Fig. 1: routed metal, one color a layer
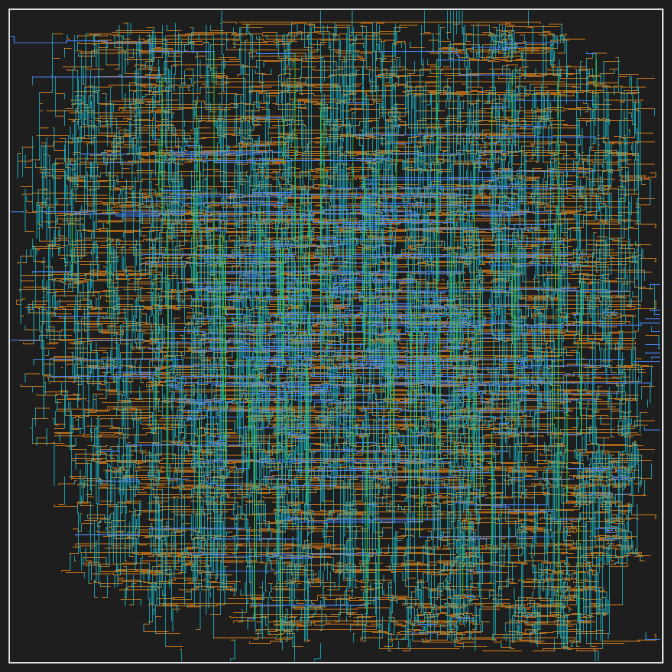
Fig. 2: cells colored by class
Fill, decap, tap and diode cells in gray.
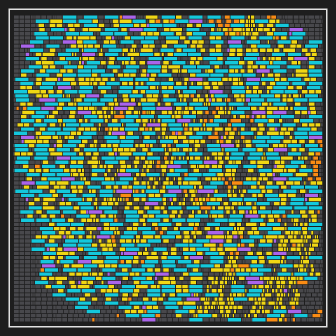
Fig. 3: drive-strength map
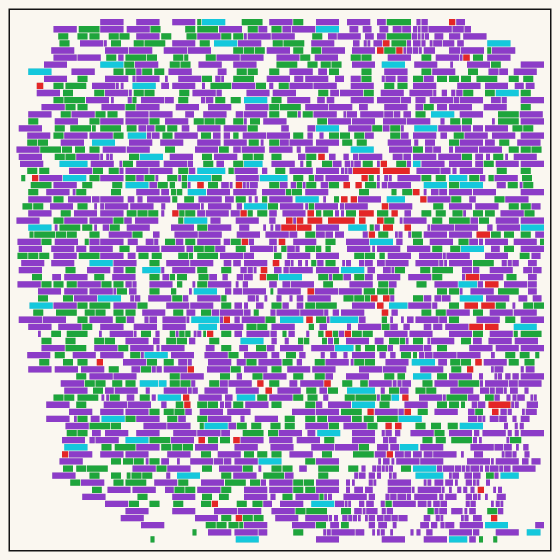
## src/rtl/rtc_bus_pkg.sv

```systemverilog
// Shared definitions for the RTC bus responder: FSM encoding, time-register
// map, BCD limits and the value returned for unimplemented addresses.
package rtc_bus_pkg;

    typedef enum logic [1:0] {
        IDLE  = 2'd0,
        ADDR  = 2'd1,
        WRITE = 2'd2,
        READ  = 2'd3
    } state_t;

    // Default time-register map; minutes and hours follow seconds.
    localparam logic [7:0] RTC_SEC_ADDR  = 8'h21;
    localparam logic [7:0] RTC_MIN_ADDR  = 8'h22;
    localparam logic [7:0] RTC_HOUR_ADDR = 8'h23;

    // Highest legal BCD value of each time field before wrapping to 00.
    localparam logic [7:0] BCD_MAX_MS = 8'h59;
    localparam logic [7:0] BCD_MAX_HR = 8'h23;

    // Read data for an address beyond the implemented register file.
    localparam logic [7:0] RD_OOR_VAL = 8'hFF;

    // True when both nibbles hold a decimal digit.
    function automatic logic bcd_valid(input logic [7:0] v);
        return (v[3:0] <= 4'd9) && (v[7:4] <= 4'd9);
    endfunction

endpackage

```

## src/rtl/rtc_bus_responder_if.sv

```systemverilog
// Multiplexed address/data RTC bus. The master drives phase, strobes and
// ad_in; the slave returns read data together with its output enable.
interface rtc_bus_responder_if #(
    parameter int DATA_W = 8
) ();
    logic              a_d;
    logic              cs_n;
    logic              wr_n;
    logic              rd_n;
    logic [DATA_W-1:0] ad_in;
    logic [DATA_W-1:0] ad_out;
    logic              ad_oe;

    modport master (
        output a_d, cs_n, wr_n, rd_n, ad_in,
        input  ad_out, ad_oe
    );

    modport slave (
        input  a_d, cs_n, wr_n, rd_n, ad_in,
        output ad_out, ad_oe
    );
endinterface

```

## src/rtl/rtc_bcd_counter.sv

```systemverilog
// One BCD time field: increments on inc, wraps to 00 after MAX with a carry,
// and forces any non-BCD value back to 00 without a carry.
module rtc_bcd_counter
    import rtc_bus_pkg::*;
#(
    parameter logic [7:0] MAX = BCD_MAX_MS
) (
    input  logic [7:0] val,
    input  logic       inc,
    output logic [7:0] nxt,
    output logic       carry
);

    // Next value of the field and its carry into the next field.
    always_comb begin
        nxt   = val;
        carry = 1'b0;
        if (inc) begin
            if (!bcd_valid(val)) begin
                nxt = 8'h00;
            end else if (val >= MAX) begin
                nxt   = 8'h00;
                carry = 1'b1;
            end else if (val[3:0] == 4'd9) begin
                nxt = {val[7:4] + 4'd1, 4'd0};
            end else begin
                nxt = {val[7:4], val[3:0] + 4'd1};
            end
        end
    end

endmodule

```

## src/rtl/rtc_bus_responder.sv

```systemverilog
// Slave model of the multiplexed-bus RTC chip: latches addresses, accepts
// writes, serves reads and advances BCD seconds/minutes/hours on a 1 Hz tick.
module rtc_bus_responder
    import rtc_bus_pkg::*;
#(
    parameter int         ADDR_W    = 8,
    parameter int         DATA_W    = 8,
    parameter int         REG_DEPTH = 64,
    parameter logic [7:0] SEC_ADDR  = RTC_SEC_ADDR
) (
    input  logic                clk,
    input  logic                reset,
    rtc_bus_responder_if.slave  bus,
    input  logic                tick_1hz,
    output logic [ADDR_W-1:0]   addr_q,
    output logic                proto_err
);

    localparam int IDX_W  = (REG_DEPTH > 1) ? $clog2(REG_DEPTH) : 1;
    localparam int SEC_I  = int'(SEC_ADDR);
    localparam int MIN_I  = SEC_I + int'(RTC_MIN_ADDR - RTC_SEC_ADDR);
    localparam int HOUR_I = SEC_I + int'(RTC_HOUR_ADDR - RTC_SEC_ADDR);

    state_t state_q, state_d;
    logic   wr_q, rd_q;
    logic   wr_fall, wr_rise, rd_fall, both_low;
    logic   addr_ld, wr_en, err_set, oe_set, oe_clr;

    logic [DATA_W-1:0] regs [REG_DEPTH];
    logic              in_range;
    logic [IDX_W-1:0]  addr_idx;
    logic [DATA_W-1:0] rd_data;

    logic [7:0] sec_nxt, min_nxt, hour_nxt;
    logic       sec_carry, min_carry, hour_carry_unused;
    logic       sec_wr, min_wr, min_inc, hour_inc;

    assign wr_fall  = wr_q & ~bus.wr_n;
    assign wr_rise  = ~wr_q & bus.wr_n;
    assign rd_fall  = rd_q & ~bus.rd_n;
    assign both_low = ~bus.cs_n & ~bus.wr_n & ~bus.rd_n;

    assign in_range = (int'(addr_q) < REG_DEPTH);
    assign addr_idx = addr_q[IDX_W-1:0];
    assign rd_data  = in_range ? regs[addr_idx] : DATA_W'(RD_OOR_VAL);

    // State register and one-cycle strobe history for edge detection.
    always_ff @(posedge clk or negedge reset) begin
        if (!reset) begin
            state_q <= IDLE;
            wr_q    <= 1'b1;
            rd_q    <= 1'b1;
        end else begin
            state_q <= state_d;
            wr_q    <= bus.wr_n;
            rd_q    <= bus.rd_n;
        end
    end

    // Bus protocol decode: next state plus one-cycle datapath commands.
    always_comb begin
        state_d = state_q;
        addr_ld = 1'b0;
        wr_en   = 1'b0;
        err_set = 1'b0;
        oe_set  = 1'b0;
        oe_clr  = 1'b0;
        case (state_q)
            IDLE: begin
                if (both_low) begin
                    err_set = 1'b1;
                end else if (!bus.cs_n && wr_fall) begin
                    state_d = bus.a_d ? WRITE : ADDR;
                end else if (!bus.cs_n && bus.a_d && rd_fall) begin
                    state_d = READ;
                end
            end
            ADDR: begin
                if (bus.cs_n || both_low) begin
                    err_set = 1'b1;
                    state_d = IDLE;
                end else if (wr_rise) begin
                    addr_ld = 1'b1;
                    state_d = IDLE;
                end
            end
            WRITE: begin
                if (bus.cs_n || both_low) begin
                    err_set = 1'b1;
                    state_d = IDLE;
                end else if (wr_rise) begin
                    wr_en   = in_range;
                    err_set = ~in_range;
                    state_d = IDLE;
                end
            end
            READ: begin
                if (bus.cs_n || both_low) begin
                    err_set = 1'b1;
                    oe_clr  = 1'b1;
                    state_d = IDLE;
                end else if (bus.rd_n) begin
                    oe_clr  = 1'b1;
                    state_d = IDLE;
                end else begin
                    oe_set  = 1'b1;
                end
            end
            default: state_d = IDLE;
        endcase
    end

    // Address latch, sticky error flag and registered read port.
    always_ff @(posedge clk or negedge reset) begin
        if (!reset) begin
            addr_q     <= '0;
            proto_err  <= 1'b0;
            bus.ad_out <= '0;
            bus.ad_oe  <= 1'b0;
        end else begin
            if (addr_ld) addr_q <= ADDR_W'(bus.ad_in);
            if (err_set) proto_err <= 1'b1;
            if (oe_set) begin
                bus.ad_out <= rd_data;
                bus.ad_oe  <= 1'b1;
            end
            if (oe_clr) bus.ad_oe <= 1'b0;
        end
    end

    // A bus write to a time field overrides its tick update and blocks its carry.
    assign sec_wr   = wr_en && (int'(addr_q) == SEC_I);
    assign min_wr   = wr_en && (int'(addr_q) == MIN_I);
    assign min_inc  = sec_carry & ~sec_wr;
    assign hour_inc = min_carry & ~min_wr;

    rtc_bcd_counter #(.MAX(BCD_MAX_MS)) u_sec (
        .val   (regs[SEC_I][7:0]),
        .inc   (tick_1hz),
        .nxt   (sec_nxt),
        .carry (sec_carry)
    );

    rtc_bcd_counter #(.MAX(BCD_MAX_MS)) u_min (
        .val   (regs[MIN_I][7:0]),
        .inc   (min_inc),
        .nxt   (min_nxt),
        .carry (min_carry)
    );

    rtc_bcd_counter #(.MAX(BCD_MAX_HR)) u_hour (
        .val   (regs[HOUR_I][7:0]),
        .inc   (hour_inc),
        .nxt   (hour_nxt),
        .carry (hour_carry_unused)
    );

    // Register file: tick advances the time fields, a bus write then takes priority.
    always_ff @(posedge clk or negedge reset) begin
        if (!reset) begin
            for (int i = 0; i < REG_DEPTH; i++) regs[i] <= '0;
        end else begin
            if (tick_1hz) begin
                regs[SEC_I]  <= DATA_W'(sec_nxt);
                regs[MIN_I]  <= DATA_W'(min_nxt);
                regs[HOUR_I] <= DATA_W'(hour_nxt);
            end
            if (wr_en) regs[addr_idx] <= bus.ad_in;
        end
    end

endmodule
```

## src/flat_wrapper.sv

```systemverilog
// flat-port wrapper written by rule: the top's interface ports become plain ports
module rtc_bus_responder_flat import rtc_bus_pkg::*;
#(
    parameter int         ADDR_W    = 8,
    parameter int         DATA_W    = 8,
    parameter int         REG_DEPTH = 64,
    parameter logic [7:0] SEC_ADDR  = RTC_SEC_ADDR
)
  (clk, reset, tick_1hz, addr_q, proto_err, bus_a_d, bus_cs_n, bus_wr_n, bus_rd_n, bus_ad_in, bus_ad_out, bus_ad_oe);
  rtc_bus_responder_if #(.DATA_W(DATA_W)) bus_i ();
  input  logic clk;
  input  logic reset;
  input  logic tick_1hz;
  output logic [ADDR_W-1:0] addr_q;
  output logic proto_err;
  input wire logic [$bits(bus_i.a_d)-1:0] bus_a_d;
  input wire logic [$bits(bus_i.cs_n)-1:0] bus_cs_n;
  input wire logic [$bits(bus_i.wr_n)-1:0] bus_wr_n;
  input wire logic [$bits(bus_i.rd_n)-1:0] bus_rd_n;
  input wire logic [$bits(bus_i.ad_in)-1:0] bus_ad_in;
  output wire logic [$bits(bus_i.ad_out)-1:0] bus_ad_out;
  output wire logic [$bits(bus_i.ad_oe)-1:0] bus_ad_oe;
  assign bus_i.a_d = bus_a_d;
  assign bus_i.cs_n = bus_cs_n;
  assign bus_i.wr_n = bus_wr_n;
  assign bus_i.rd_n = bus_rd_n;
  assign bus_i.ad_in = bus_ad_in;
  assign bus_ad_out = bus_i.ad_out;
  assign bus_ad_oe = bus_i.ad_oe;
  rtc_bus_responder #(.ADDR_W(ADDR_W), .DATA_W(DATA_W), .REG_DEPTH(REG_DEPTH), .SEC_ADDR(SEC_ADDR)) u_core (.clk(clk), .reset(reset), .bus(bus_i), .tick_1hz(tick_1hz), .addr_q(addr_q), .proto_err(proto_err));
endmodule
```

## config.mk

```make
export PLATFORM = sky130hd
export DESIGN_NAME = rtc_bus_responder_flat
export DESIGN_NICKNAME = d
export VERILOG_FILES = /design/src/rtl/rtc_bus_pkg.sv /design/src/rtl/rtc_bus_responder_if.sv /design/src/rtl/rtc_bcd_counter.sv /design/src/rtl/rtc_bus_responder.sv /design/src/flat_wrapper.sv
export SDC_FILE = /design/constraint.sdc
export NUM_CORES = 1
export LEC_CHECK = 0
export ABC_AREA = 0
export CAP_MARGIN = 20
export CORE_MARGIN = 2
export CORE_UTILIZATION = 63
export CTS_BUF_LIST = sky130_fd_sc_hd__clkbuf_16
export CTS_CLUSTER_SIZE = 40
export DETAILED_ROUTE_END_ITERATION = 6
export HOLD_SLACK_MARGIN = 0.15
export PLACE_DENSITY = 0.76
export SYNTH_ARGS = -nofsm -noshare
export SYNTH_HDL_FRONTEND = slang
export SYNTH_HIERARCHICAL = 1
export SYNTH_SLANG_ARGS = --single-unit
```

## constraint.sdc

```tcl
create_clock -name clk -period 3.85 [get_ports clk]
set_input_delay 0.5775 -clock clk [delete_from_list [all_inputs] [get_ports clk]]
set_output_delay 0.5775 -clock clk [all_outputs]
set_load 0.005 [all_outputs]
```

==> run summary <==
fresh numbers from the pnr run: storage element area=13400 um^2, Worst R2R Setup Slack=0.46 ns, Clock-cell share=6.17%, post-layout period usage=88.2%, fp util=63.8%, hold_buf cts=1, 1st-pass router iterations=6, metal3 WL=6.33 mm, Max-Cap Viols=0, f_max=0.295 GHz, Hold Path Class=reg -> reg, clk root buf=clkbuf_16, IO Count=33, Worst Setup SP=u_core/regs[245]$_DFF_PN0_, total power per unit cell area=584 nW/um^2, Final Util=70.7%, WP data required=4.38 ns, hold path depth=1, crit start category=flip-flop, reg2reg start=u_core/regs[245]$_DFF_PN0_, WP data arrival=3.92 ns, skew final=0.0270 ns, Commonest Layout Cell=dfrtp_1, RSZ-0062 raised after global routing=false, clk sinks=534, initial antenna violation count=0, Final Hold Viols=0, highest routed metal layer=met4, Post-CTS Setup Bufs=0, largest net degree at the start of global routing=128, Max VDD drop=0.390 mV, MI comb area=12000 um^2, Max clock buf depth=3, most used routing layer=met2, gr ovfl total=0, # setup viols final=0, Die Height=207 um, First DRT Iteration DRCs=1946, Via density=6.93, worst reg2reg path endpoint=u_core/regs[228]$_DFF_PN0_, placed cell areas=27100 um^2, fillers=2733, flop share of the area=46.3%, P_sw=0.00593 W, clock buf count=55, row count=74, CTS clk-pin slew, worst paths=0.06 ns, core box area=40800 um^2, die width=207 um, gp weighted congestion=0.976, Vias=17700, minimum clock period=3.39 ns, flop count=534, met1 Usage GRT=47.0%, worst slew pin tran=0.998 ns, setup TNS=0 ns, CP max FO=10, crit end category=flip-flop, kind of critical path=reg -> reg, drt wl/cell=28.1 um, global-route met2 utilization=52.4%, post-route insts no fill=2561, YS warnings=6, DRC Markers=0, synthesized area=26000 um^2, Synth Net Count=1999, Worst-Skew Late Latency=0.62 ns, Leakage=14.1 nW, I/O Buffers=32, CTS tree=done, Syn-to-layout area delta=10.8%, Post-DP HPWL=45.7 mm, Overall Global Routing Usage=33.7%, bufs w/o clock=106, Largest cell class=sequential cells, first-pass GRT wire length=111 mm, Int Pwr=0.0109 W, layout cells sized above 1=40.5%, Combinational Power Share=29.2%, Post-Route WL=72.0 mm, max-slew violations=0, Hold EP=u_core/proto_err$_DFFE_PN0P_, met3 Use GR=6.97%, Post-Layout Inst Area=28900 um^2, multi-input gates=1262, tap cells=532, Data buffer area share=3.29%, min-delay src=u_core/proto_err$_DFFE_PN0P_, logic share of the area=41.6%, Rel. slew slack=33.1%, OpenROAD warning count=40, Clk pwr share=31.5%, mean post-synth cell area=13.2 um^2, Inst Count DP=2457, Syn Inst Count=1970, final antenna-violating net count=0, Diodes inserted=1, Seq pwr share=39.3%, number of global-route vias before repair=17900, outcome=complete, no violations, Nets=2012, wl on met1=29.2 mm, cts bufs inserted=55, H-Tree Depth=2, Sw Share=35.2%, cells on worst reg2reg path=15, post-CTS sizing=0, Top cells excl fill/tap=529 x dfrtp_1, 508 x mux2_2, 70 x nand2_1, 66 x mux2i_1, 64 x buf_4, Signal inverters=24, met2 WL=33.3 mm, die area=43000 um^2, Tot Pwr=0.0168 W
About Fig. 1:
- metal 4: green (wire length 3120 um)
- metal 1: orange (wire length 29.2 mm)
- metal 3: blue (wire length 6330 um)
- metal 2: cyan (wire length 33.3 mm)

About Fig. 2:
- clock drivers and dummy loads: purple (cells 102)
- remaining buffers and delay cells: orange (cells 106)
- combinational and other logic: yellow (cells 1286)
- sequential cells: cyan (cells 534)

About Fig. 3:
- _0 and _1 cells: purple (cells 1207; share 60%)
- _3 and _4 cells: red (cells 83; share 4.1%)
- _2 cells: green (cells 655; share 32%)
- _6 and larger: cyan (cells 83; share 4.1%)

flip-flops by register name (all words and copies together) (netlist names):
signal / flops
u_core/bus.ad_oe: 1
u_core/rd_q: 1
u_core/wr_q: 1
u_core/bus.ad_out: 8
u_core/state_q: 2
u_core/regs: 512
u_core/addr_q: 8
u_core/proto_err: 1
stage by stage:
step           hold slack (ns)  setup slack (ns)
2_1_floorplan            0.282            0.0991
3_3_place_gp             0.445             0.326
3_5_place_dp             0.447             0.260
4_1_cts                  0.448             0.513
5_1_grt                  0.465             0.184
6_report                 0.468             0.455
power groups by stage:
stage          logic [W]  clock network, W  registers, W
6_report         0.00492           0.00531       0.00662
5_1_grt          0.00512           0.00561       0.00667
4_1_cts          0.00477           0.00539       0.00659
3_5_place_dp     0.00476                 0       0.00669
3_3_place_gp     0.00470                 0       0.00667
2_1_floorplan    0.00301                 0       0.00637
worst max-delay path, cell delays in order (launching register included):
cell	delay (ns)
dfrtp_1	0.49
inv_1	0.13
ha_1	0.17
nand3_1	0.08
o21ai_0	0.25
nor3b_1	0.32
and2_1	0.21
nand2_1	0.07
nor3b_1	0.22
and2_1	0.25
buf_4	0.22
nand4b_4	0.12
or3_1	0.33
a32oi_1	0.16
mux2i_1	0.10
a21oi_1	0.18
worst max path at each step:
stage,endpoint,slack (ns),cells after the start
6_report,u_core/regs[228]$_DFF_PN0_,0.46,15
5_1_grt,u_core/regs[228]$_DFF_PN0_,0.18,15
4_1_cts,u_core/regs[228]$_DFF_PN0_,0.51,15
3_5_place_dp,u_core/regs[229]$_DFF_PN0_,0.26,14
3_3_place_gp,u_core/regs[226]$_DFF_PN0_,0.33,13
2_1_floorplan,u_core/regs[227]$_DFF_PN0_,0.1,15
Power and IR drop assume default switching activity.
